$ cat config.mk
export PLATFORM = sky130hd
export DESIGN_NAME = codeword_fault_monitor
export DESIGN_NICKNAME = d
export VERILOG_FILES = /design/src/rtl/tcb_fault_pkg.sv /design/src/rtl/fault_bit_tracker.sv /design/src/rtl/codeword_fault_monitor.sv
export SDC_FILE = /design/constraint.sdc
export NUM_CORES = 1
export LEC_CHECK = 0
export CORE_MARGIN = 2
export CORE_UTILIZATION = 45
export CTS_CLUSTER_DIAMETER = 200
export DETAILED_ROUTE_END_ITERATION = 10
export GPL_ROUTABILITY_DRIVEN = 1
export PLACE_DENSITY = 0.66
export SYNTH_ARGS = -nofsm -noshare
export SYNTH_HDL_FRONTEND = slang
export SYNTH_SLANG_ARGS = --single-unit
$ cat constraint.sdc
create_clock -name clk -period 6.85 [get_ports clk]
set_clock_uncertainty 0.1 [all_clocks]
set_input_delay 2.055 -clock clk [delete_from_list [all_inputs] [get_ports clk]]
set_output_delay 2.055 -clock clk [all_outputs]
set_load 0.01 [all_outputs]
$ cat src/rtl/tcb_fault_pkg.sv
// ============================================================================
// Module : tcb_fault_pkg
// Brief  : Shared constants and helper functions for the codeword fault monitor.
// Rev    : 1.0  initial release
// ============================================================================
`default_nettype none

package tcb_fault_pkg;

  localparam logic EVT_SA0  = 1'b0;
  localparam logic EVT_SA1  = 1'b1;
  localparam int   CNT_BITS = 4;

  function automatic int idx_w(input int w);
    return (w > 1) ? $clog2(w) : 1;
  endfunction

  function automatic logic [CNT_BITS-1:0] sat_inc(input logic [CNT_BITS-1:0] v,
                                                  input logic [CNT_BITS-1:0] lim);
    return (v >= lim) ? lim : v + 4'd1;
  endfunction

endpackage

`default_nettype wire

$ cat src/rtl/fault_bit_tracker.sv
// ============================================================================
// Module : fault_bit_tracker
// Brief  : Per-bit stuck-at evidence counters, sticky maps and declare pulses.
// Rev    : 1.0  initial release
// ============================================================================
`default_nettype none

module fault_bit_tracker
  import tcb_fault_pkg::*;
#(
  parameter int THRESH = 4
) (
  input  logic clk,
  input  logic rst_n,
  input  logic i_clear,
  input  logic i_en,
  input  logic i_orig,
  input  logic i_inf,
  output logic o_sa0_map,
  output logic o_sa1_map,
  output logic o_decl0,
  output logic o_decl1
);

  localparam logic [CNT_BITS-1:0] c_thresh = CNT_BITS'(THRESH);
  localparam logic [CNT_BITS-1:0] c_pre    = CNT_BITS'(THRESH - 1);

  logic [CNT_BITS-1:0] r_sa0_cnt;
  logic [CNT_BITS-1:0] r_sa1_cnt;
  logic                r_sa0_map;
  logic                r_sa1_map;
  logic                w_ev0;
  logic                w_ev1;

  assign w_ev0 = i_orig & ~i_inf;
  assign w_ev1 = ~i_orig & i_inf;

  // A bit already in the map never re-declares, even if its counter climbs again.
  assign o_decl0   = i_en && w_ev0 && (r_sa0_cnt == c_pre) && !r_sa0_map;
  assign o_decl1   = i_en && w_ev1 && (r_sa1_cnt == c_pre) && !r_sa1_map;
  assign o_sa0_map = r_sa0_map;
  assign o_sa1_map = r_sa1_map;

  always_ff @(posedge clk or negedge rst_n) begin
    if (!rst_n) begin
      r_sa0_cnt <= '0;
      r_sa1_cnt <= '0;
      r_sa0_map <= 1'b0;
      r_sa1_map <= 1'b0;
    end else if (i_clear) begin
      r_sa0_cnt <= '0;
      r_sa1_cnt <= '0;
      r_sa0_map <= 1'b0;
      r_sa1_map <= 1'b0;
    end else if (i_en) begin
      if (i_orig) begin
        r_sa0_cnt <= i_inf ? '0 : sat_inc(r_sa0_cnt, c_thresh);
      end else begin
        r_sa1_cnt <= i_inf ? sat_inc(r_sa1_cnt, c_thresh) : '0;
      end
      r_sa0_map <= r_sa0_map | o_decl0;
      r_sa1_map <= r_sa1_map | o_decl1;
    end
  end

endmodule

`default_nettype wire

$ cat src/rtl/codeword_fault_monitor.sv
// ============================================================================
// Module : codeword_fault_monitor
// Brief  : Compares clean vs infected codeword lines, declares stuck bits and
//          reports each new declaration as a valid/ready event.
// Rev    : 1.0  initial release
// ============================================================================
`default_nettype none

module codeword_fault_monitor
  import tcb_fault_pkg::*;
#(
  parameter int W      = 20,
  parameter int THRESH = 4,
  parameter int CNT_W  = 32
) (
  input  logic                  clk,
  input  logic                  rst_n,
  input  logic                  clk_enable,
  input  logic                  valid,
  input  logic                  clear,
  input  logic [W-1:0]          original_codeword_line,
  input  logic [W-1:0]          infected_codeword_line,
  output logic [W-1:0]          stuck_at0_map,
  output logic [W-1:0]          stuck_at1_map,
  output logic [CNT_W-1:0]      mismatch_count,
  output logic                  evt_valid,
  input  logic                  evt_ready,
  output logic [idx_w(W)-1:0]   evt_bit,
  output logic                  evt_type
);

  localparam int IW  = idx_w(W);
  localparam int PCW = $clog2(W + 1);

  logic [W-1:0]     r_orig;
  logic [W-1:0]     r_inf;
  logic             r_s1_valid;
  logic [W-1:0]     w_decl0;
  logic [W-1:0]     w_decl1;
  logic [W-1:0]     w_diff;
  logic [PCW-1:0]   w_pc;
  logic [CNT_W:0]   w_sum;
  logic [CNT_W-1:0] r_cnt;
  logic [W-1:0]     r_p0;
  logic [W-1:0]     r_p1;
  logic [W-1:0]     w_p0_nxt;
  logic [W-1:0]     w_p1_nxt;
  logic             w_ack;
  logic             w_sel_any;
  logic [IW-1:0]    w_sel_bit;
  logic             w_sel_type;
  logic             r_evt_valid;
  logic [IW-1:0]    r_evt_bit;
  logic             r_evt_type;

  always_ff @(posedge clk or negedge rst_n) begin
    if (!rst_n) begin
      r_orig     <= '0;
      r_inf      <= '0;
      r_s1_valid <= 1'b0;
    end else if (clear) begin
      r_orig     <= '0;
      r_inf      <= '0;
      r_s1_valid <= 1'b0;
    end else begin
      r_s1_valid <= clk_enable && valid;
      if (clk_enable && valid) begin
        r_orig <= original_codeword_line;
        r_inf  <= infected_codeword_line;
      end
    end
  end

  for (genvar g = 0; g < W; g++) begin : g_bit
    fault_bit_tracker #(.THRESH(THRESH)) u_trk (
      .clk       (clk),
      .rst_n     (rst_n),
      .i_clear   (clear),
      .i_en      (r_s1_valid),
      .i_orig    (r_orig[g]),
      .i_inf     (r_inf[g]),
      .o_sa0_map (stuck_at0_map[g]),
      .o_sa1_map (stuck_at1_map[g]),
      .o_decl0   (w_decl0[g]),
      .o_decl1   (w_decl1[g])
    );
  end

  assign w_diff = (r_orig ^ r_inf) & {W{r_s1_valid}};

  always_comb begin
    w_pc = '0;
    for (int i = 0; i < W; i++) begin
      w_pc = w_pc + PCW'(w_diff[i]);
    end
  end

  assign w_sum = {1'b0, r_cnt} + (CNT_W + 1)'(w_pc);

  always_ff @(posedge clk or negedge rst_n) begin
    if (!rst_n) begin
      r_cnt <= '0;
    end else if (clear) begin
      r_cnt <= '0;
    end else if (r_s1_valid) begin
      r_cnt <= w_sum[CNT_W] ? '1 : w_sum[CNT_W-1:0];
    end
  end

  assign mismatch_count = r_cnt;
  assign w_ack          = r_evt_valid && evt_ready;

  always_comb begin
    w_p0_nxt = r_p0;
    w_p1_nxt = r_p1;
    if (w_ack) begin
      if (r_evt_type == EVT_SA0) w_p0_nxt[r_evt_bit] = 1'b0;
      else                       w_p1_nxt[r_evt_bit] = 1'b0;
    end
    w_p0_nxt = w_p0_nxt | w_decl0;
    w_p1_nxt = w_p1_nxt | w_decl1;
  end

  // Descending scan so the lowest index wins; type 0 beats type 1 at one index.
  always_comb begin
    w_sel_any  = |{w_p0_nxt, w_p1_nxt};
    w_sel_bit  = '0;
    w_sel_type = EVT_SA0;
    for (int i = W - 1; i >= 0; i--) begin
      if (w_p0_nxt[i] || w_p1_nxt[i]) begin
        w_sel_bit  = IW'(i);
        w_sel_type = w_p0_nxt[i] ? EVT_SA0 : EVT_SA1;
      end
    end
  end

  // The presented event is frozen until accepted, so new lower-index
  // declarations wait for the current handshake.
  always_ff @(posedge clk or negedge rst_n) begin
    if (!rst_n) begin
      r_p0        <= '0;
      r_p1        <= '0;
      r_evt_valid <= 1'b0;
      r_evt_bit   <= '0;
      r_evt_type  <= 1'b0;
    end else if (clear) begin
      r_p0        <= '0;
      r_p1        <= '0;
      r_evt_valid <= 1'b0;
      r_evt_bit   <= '0;
      r_evt_type  <= 1'b0;
    end else begin
      r_p0 <= w_p0_nxt;
      r_p1 <= w_p1_nxt;
      if (!(r_evt_valid && !evt_ready)) begin
        r_evt_valid <= w_sel_any;
        r_evt_bit   <= w_sel_bit;
        r_evt_type  <= w_sel_type;
      end
    end
  end

  assign evt_valid = r_evt_valid;
  assign evt_bit   = r_evt_bit;
  assign evt_type  = r_evt_type;

endmodule

`default_nettype wire

==> reports/qor.csv, run 1 <==
stage;metric;value;unit
status;status;completed;
detailed_routing;wl;42.16;mm
place;preCtsSetupSlack;486.2;ps
final_layout;regArea;8011;sq um
worst_setup_path;required;7120;ps
hold_path;holdPathStages;2;
timing;final_max_slew_viol_count;0;
final_layout;comb_cells;1223;
global_routing;grt_max_degree;122;
final_layout;final_nets;1996;
global_routing;antenna_found_initial;2;
final_layout;seq_share;41.24;%
worst_setup_path;r2r-end;mismatch_count[21];
clocking;postCtsSetupBuffers;0;
final_layout;nFillCells;3248;
worst_setup_path;cp-startpoint;r_inf[12];
worst_setup_path;regToRegStartpoint;r_inf[12];
timing;fmax;157.1;MHz
worst_setup_path;crit_fanout;11;
clocking;ctsLongestPathBuffers;3;
global_routing;grt_usage;22.27;%
worst_setup_path;cp-endpoint;mismatch_count[21];
final_layout;drive_gt1_share;5.243;%
clocking;cts_inserted_buffers;37;
worst_setup_path;crit_type;reg2reg;
clocking;cts_tree;done;
final_layout;comb_share;39.22;%
yosys;ys_cells;1776;
floorplanning;core;36520;sq um
worst_setup_path;r2r_setup_slack;490;ps
place;place_inst;2272;
final_layout;layout.area.top_class;flip-flops and latches;
clocking;cts_root_buf;clkbuf_16;
worst_setup_path;worstPathCellList;inv_1, ha_1, nand2b_1, fa_1, inv_1, fa_1, inv_1, fa_1, fa_1, inv_1, fa_1, fa_1, fa_1, a21o_1, a21oi_1, o21bai_1, a21oi_1, nand4bb_1, nor2_1, nor4b_1, nor3_1;
place;port_buffers;124;
clocking;clock_latency;520;ps
hold_path;hold_path.class;reg2reg;
detailed_routing;drt_pass1_iterations;5;
worst_setup_path;slowest_stage;fa_1;
timing;setup_viol;0;
timing;hold_ws;417.4;ps
floorplanning;top_level_ports;125;
timing;min_period;6364;ps
power;vdd_drop_max;139.7;uV
power;total_power;4363;uW
timing;max_slew.worst_pin.slew;977.4;ps
run;log.warning_count;52;
worst_setup_path;path_delay_family;adder cells;
worst_setup_path;path_buffers;4;
power;p_leak;0.008620;uW
floorplanning;die-area;38590;sq um
final_layout;clock_buffers;53;
worst_setup_path;crit_path_end_kind;flop;
final_layout;fin_cells;2338;
yosys;ff_type;dfrtp_1;
detailed_routing;antenna_left;0;
clocking;ctsHoldBuffers;0;
hold_path;min_from;g_bit[15].u_trk.r_sa1_cnt[1];
hold_path;hold_path_end;g_bit[15].u_trk.r_sa1_cnt[1];
detailed_routing;vias;13300;
timing;rsz0062_at_grt;no;
global_routing;grt_pass1_wl;69.06;mm
yosys;syn_inst;1776;
worst_setup_path;arrival;6630;ps
-- run 1: placed cells by master (no fill, tap or decap), types with 20 or more instances in the layout --
master,instances
nor3_1,60
nor3b_1,41
ha_1,92
nand3_1,71
dfrtp_1,319
nand4_1,70
nor2_1,278
a22o_1,40
a21oi_1,142
inv_1,119
o31ai_1,20
clkdlybuf4s50_1,122
o21ai_0,41
clkbuf_16,39
nand2_1,126
and3b_1,24
-- run 1: where the power goes --
group | switching (uW) | internal (uW)
Clock | 783 | 1420
Sequential | 27.9 | 1910
Combinational | 152 | 77.8
Total | 963 | 3400
-- run 1: routing by layer --
| layer | share of wire (%) | GRT usage (%) | wire (microns) |
|---|---|---|---|
| met1 | 47 | 32.67 | 19830 |
| met2 | 45 | 34.67 | 18960 |
| met3 | 6.0 | 3.439 | 2525 |
| met4 | 2.0 | 5.527 | 827 |
| met5 | 0.026 | 0 | 11 |
-- run 1: Yosys cell counts, drive strengths merged (19+ instances only) --
master / instances / area (sq um)
dfrtp: 320 / 8008
nor3: 60 / 300.3
ha: 92 / 1151
nand3: 71 / 355.3
nor3b: 41 / 307.8
a21oi: 143 / 715.7
o21ai: 44 / 220.2
a221oi: 19 / 166.4
and3b: 24 / 210.2
nand2: 127 / 479.2
o31ai: 20 / 150.1
a22o: 40 / 350.3
nor2: 279 / 1047
buf: 57 / 395.4
clkbuf: 56 / 210.2
nand4: 70 / 437.9
inv: 120 / 450.4
-- run 1: worst min-delay path, cell delays in order (launching register included) --
cell,delay (ps)
dfrtp_1,340
a21oi_1,60
nor2_1,70
-- run 1: kinds of logic after synthesis --
family                     Yosys count  synth area share, %
xor gates and xnor gates             4               0.2103
adders and majority gates          107                8.709
buffers and inverters              233                6.337
and+or+nand+nor                    753                22.27
muxes                                4               0.2403
DFF                                320                48.05
AOI/OAI and AO/OA                  355                14.18
### Met1 routing, run 1

Bar = 50 microns. Supply wires on this layer in gray.
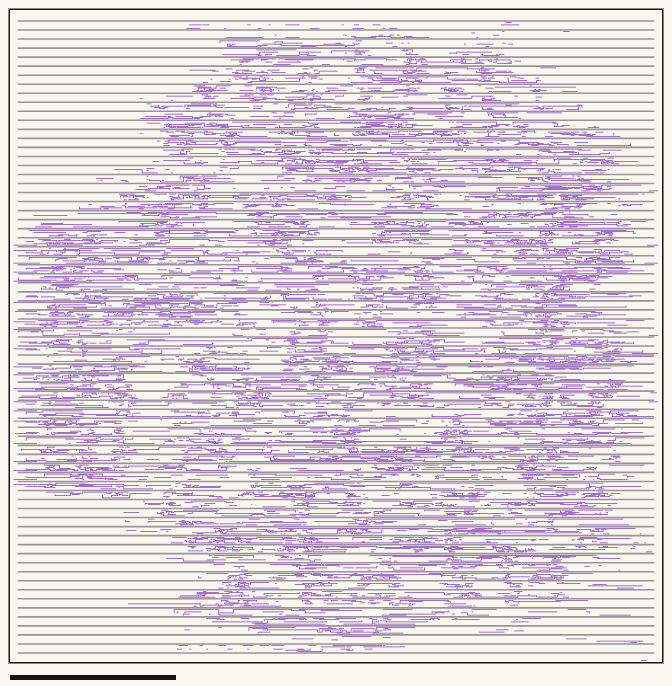
The layer carries 19,800 microns of wire. The longest straight run is 71.5 microns. The layer holds 47% of the routed length.

### The metal 2 layer, run 1

Cells faint in the background.
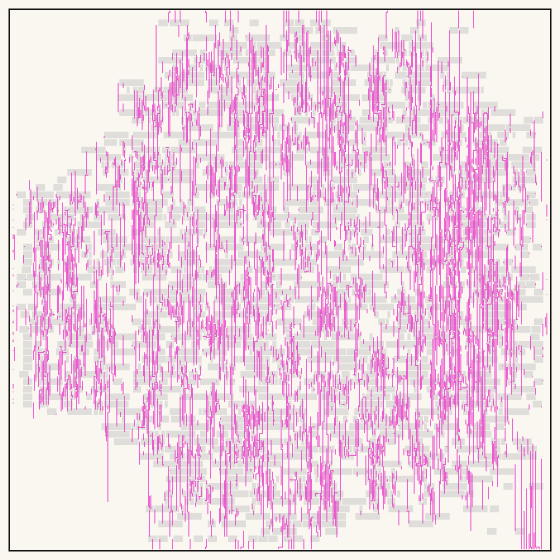
The longest straight run is 51.5 microns. The wires run mostly vertical.

### Met3 routing, run 1

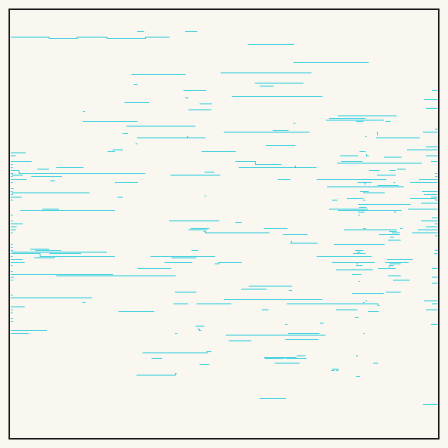
The wires run mostly horizontal. The layer carries 2,530 microns of wire. The longest straight run is 57.7 microns. The layer holds 6.0% of the routed length. 183 nets have wire on it.

### M4 wires, run 1

Bar = 50 microns. Supply wires on this layer in gray.
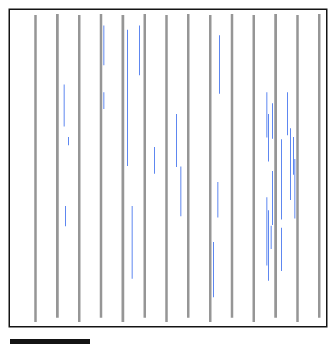
The layer carries 828 microns of wire. The layer holds 2.0% of the routed length.

## Run 2: what changed since run 1
- PLACE_DENSITY: 0.66 -> not set
- clock period: 6.85 -> 6.1 ns (I/O delays scaled with it)
### M4 wires, run 2

Bar = 50 microns. Supply wires on this layer in gray.
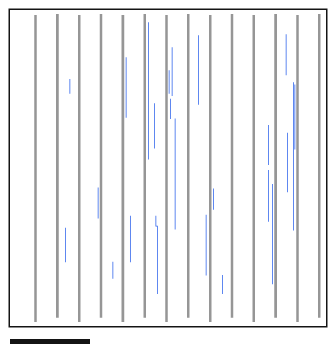
Vias: 13,300
Routed WL: 43.08 mm

==> run 2 against run 1 <==
Effect of this change: non-clock buffer count grew 32; sequential cell count is the same; synthesized area unchanged; first-iteration DRC count is 21% lower; routed wire length up 2.2%; worst setup slack worse by 190 ps; hold slack gained 3.1 ps; critical path type unchanged; largest cell class unchanged; highest routed layer is now met4.
==> reports/qor.csv, run 2 <==
stage;metric;value;unit
run;log.warning_count;48;
power;power_leader;clock;
yosys;yosys-top-cells-count;dfrtp_1 (320), nor2_1 (279), a21oi_1 (143);
yosys;top_logic_kind;simple AND/OR/NAND/NOR gates;
floorplanning;top_level_ports;125;
yosys;ff_type;dfrtp_1;
global_routing;antenna_found_initial;0;
clocking;cts_tree;done;
global_routing;met1_usage;33.14;%
detailed_routing;drt_pass1_iterations;5;
power;p_comb;282;uW
timing;min_period;5807;ps
timing;final_max_slew_viol_count;0;
power;power.switching;1099;uW
worst_setup_path;arrival;6070;ps
status;status;completed;
power;seq_power;2160;uW
floorplanning;core;36520;sq um
timing;setup_viol;0;
worst_setup_path;crit_fanout;12;
global_routing;grt_use_met3;3.525;%
yosys;syn_inst;1776;
final_layout;final_nets;2029;
worst_setup_path;crit_type;reg2reg;
yosys;ys_cells;1776;
clocking;clock_latency;520;ps
power;swShare;22.77;%
place;place_inst;2296;
power;p_leak;0.008818;uW
final_layout;drive_gt1_share;7.765;%
final_layout;lay_top_count;dfrtp_1;
clocking;ctsLongestPathBuffers;3;
worst_setup_path;r2r-end;mismatch_count[11];
timing;rsz0062_at_grt;no;
global_routing;grt_max_degree;101;
clocking;postCtsSetupBuffers;0;
clocking;cts_inserted_buffers;38;
yosys;xor_share;0.2102;%
timing;fmax;172.2;MHz
detailed_routing;antenna_left;0;
clocking;cts_root_buf;clkbuf_16;
hold_path;hold_path_end;g_bit[5].u_trk.r_sa1_cnt[1];
power;p_seq_share;44.8;%
worst_setup_path;crit_path_end_kind;flop;
power;p_int;3729;uW
hold_path;holdPathStages;2;
yosys;synth.most_common_cell;dfrtp_1;
place;port_buffers;124;
worst_setup_path;r2r_setup_slack;290;ps
worst_setup_path;regToRegStartpoint;r_inf[10];
### Met3 routing, run 2

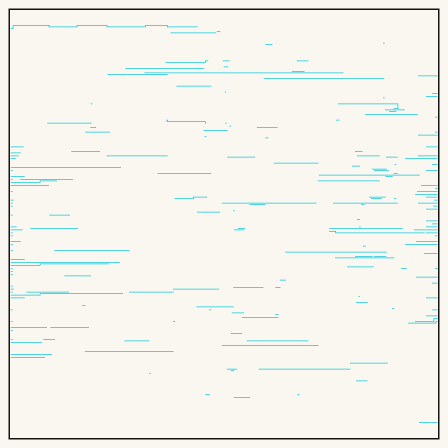
The wires run mostly horizontal. The longest straight run is 91.1 microns.

[run 2: netlist changes by cell type in the layout (fill, tap and decap cells not counted), moves of 3 or more]
cell and change:
clkinv_2 +7, buf_4 +31, bufinv_16 -4, nor2_1 -3
[run 2: area by class of cell]
cell class	instances	area, sq um
Clock buffer	55	1159
Clock inverter	15	181.4
Fill cell	3244	16810
Inverter	120	450.4
Multi-Input combinational cell	1223	7679
Sequential cell	320	8011
Tap cell	468	585.6
Timing Repair Buffer	173	1643
[run 2: worst max-delay path by stage]
stage / from / to / slack [ps] / depth (start not counted)
final: r_inf[10] / mismatch_count[11] / 290 / 22
after global routing: r_inf[12] / mismatch_count[11] / 5 / 22
after CTS: r_inf[10] / mismatch_count[29] / 10 / 21
after detailed placement: r_inf[10] / mismatch_count[29] / 50 / 21
after global placement: r_inf[10] / mismatch_count[8] / 130 / 22
after floorplan: r_s1_valid / mismatch_count[21] / 40 / 25
[run 2: critical path, stage by stage, from the launching register on]
cell	delay [ps]
dfrtp_1	340
inv_1	50
ha_1	280
nand2b_4	140
fa_1	530
inv_1	50
fa_1	510
inv_2	50
fa_1	470
fa_1	500
inv_1	60
fa_1	480
fa_2	380
fa_2	410
a21o_1	170
a21oi_2	150
o21bai_1	120
a21oi_2	250
or4_4	190
buf_12	130
nand4_1	90
o21ai_1	110
nor3_1	70
[run 2: layer usage]
metal	part of all wire (%)	wire [microns]
met2	45	19430
met3	4.8	2086
met5	0	0
met4	1.9	829
met1	48	20740
[run 2: metrics by stage]
step           area, sq um  power (uW)
2_1_floorplan        16700        2336
3_3_place_gp         18270        2487
3_5_place_dp         18270        2487
4_1_cts              19610        4890
5_1_grt              19710        5024
6_report             19710        4829
No activity file was given, so power comes from the tool's default toggle rates.
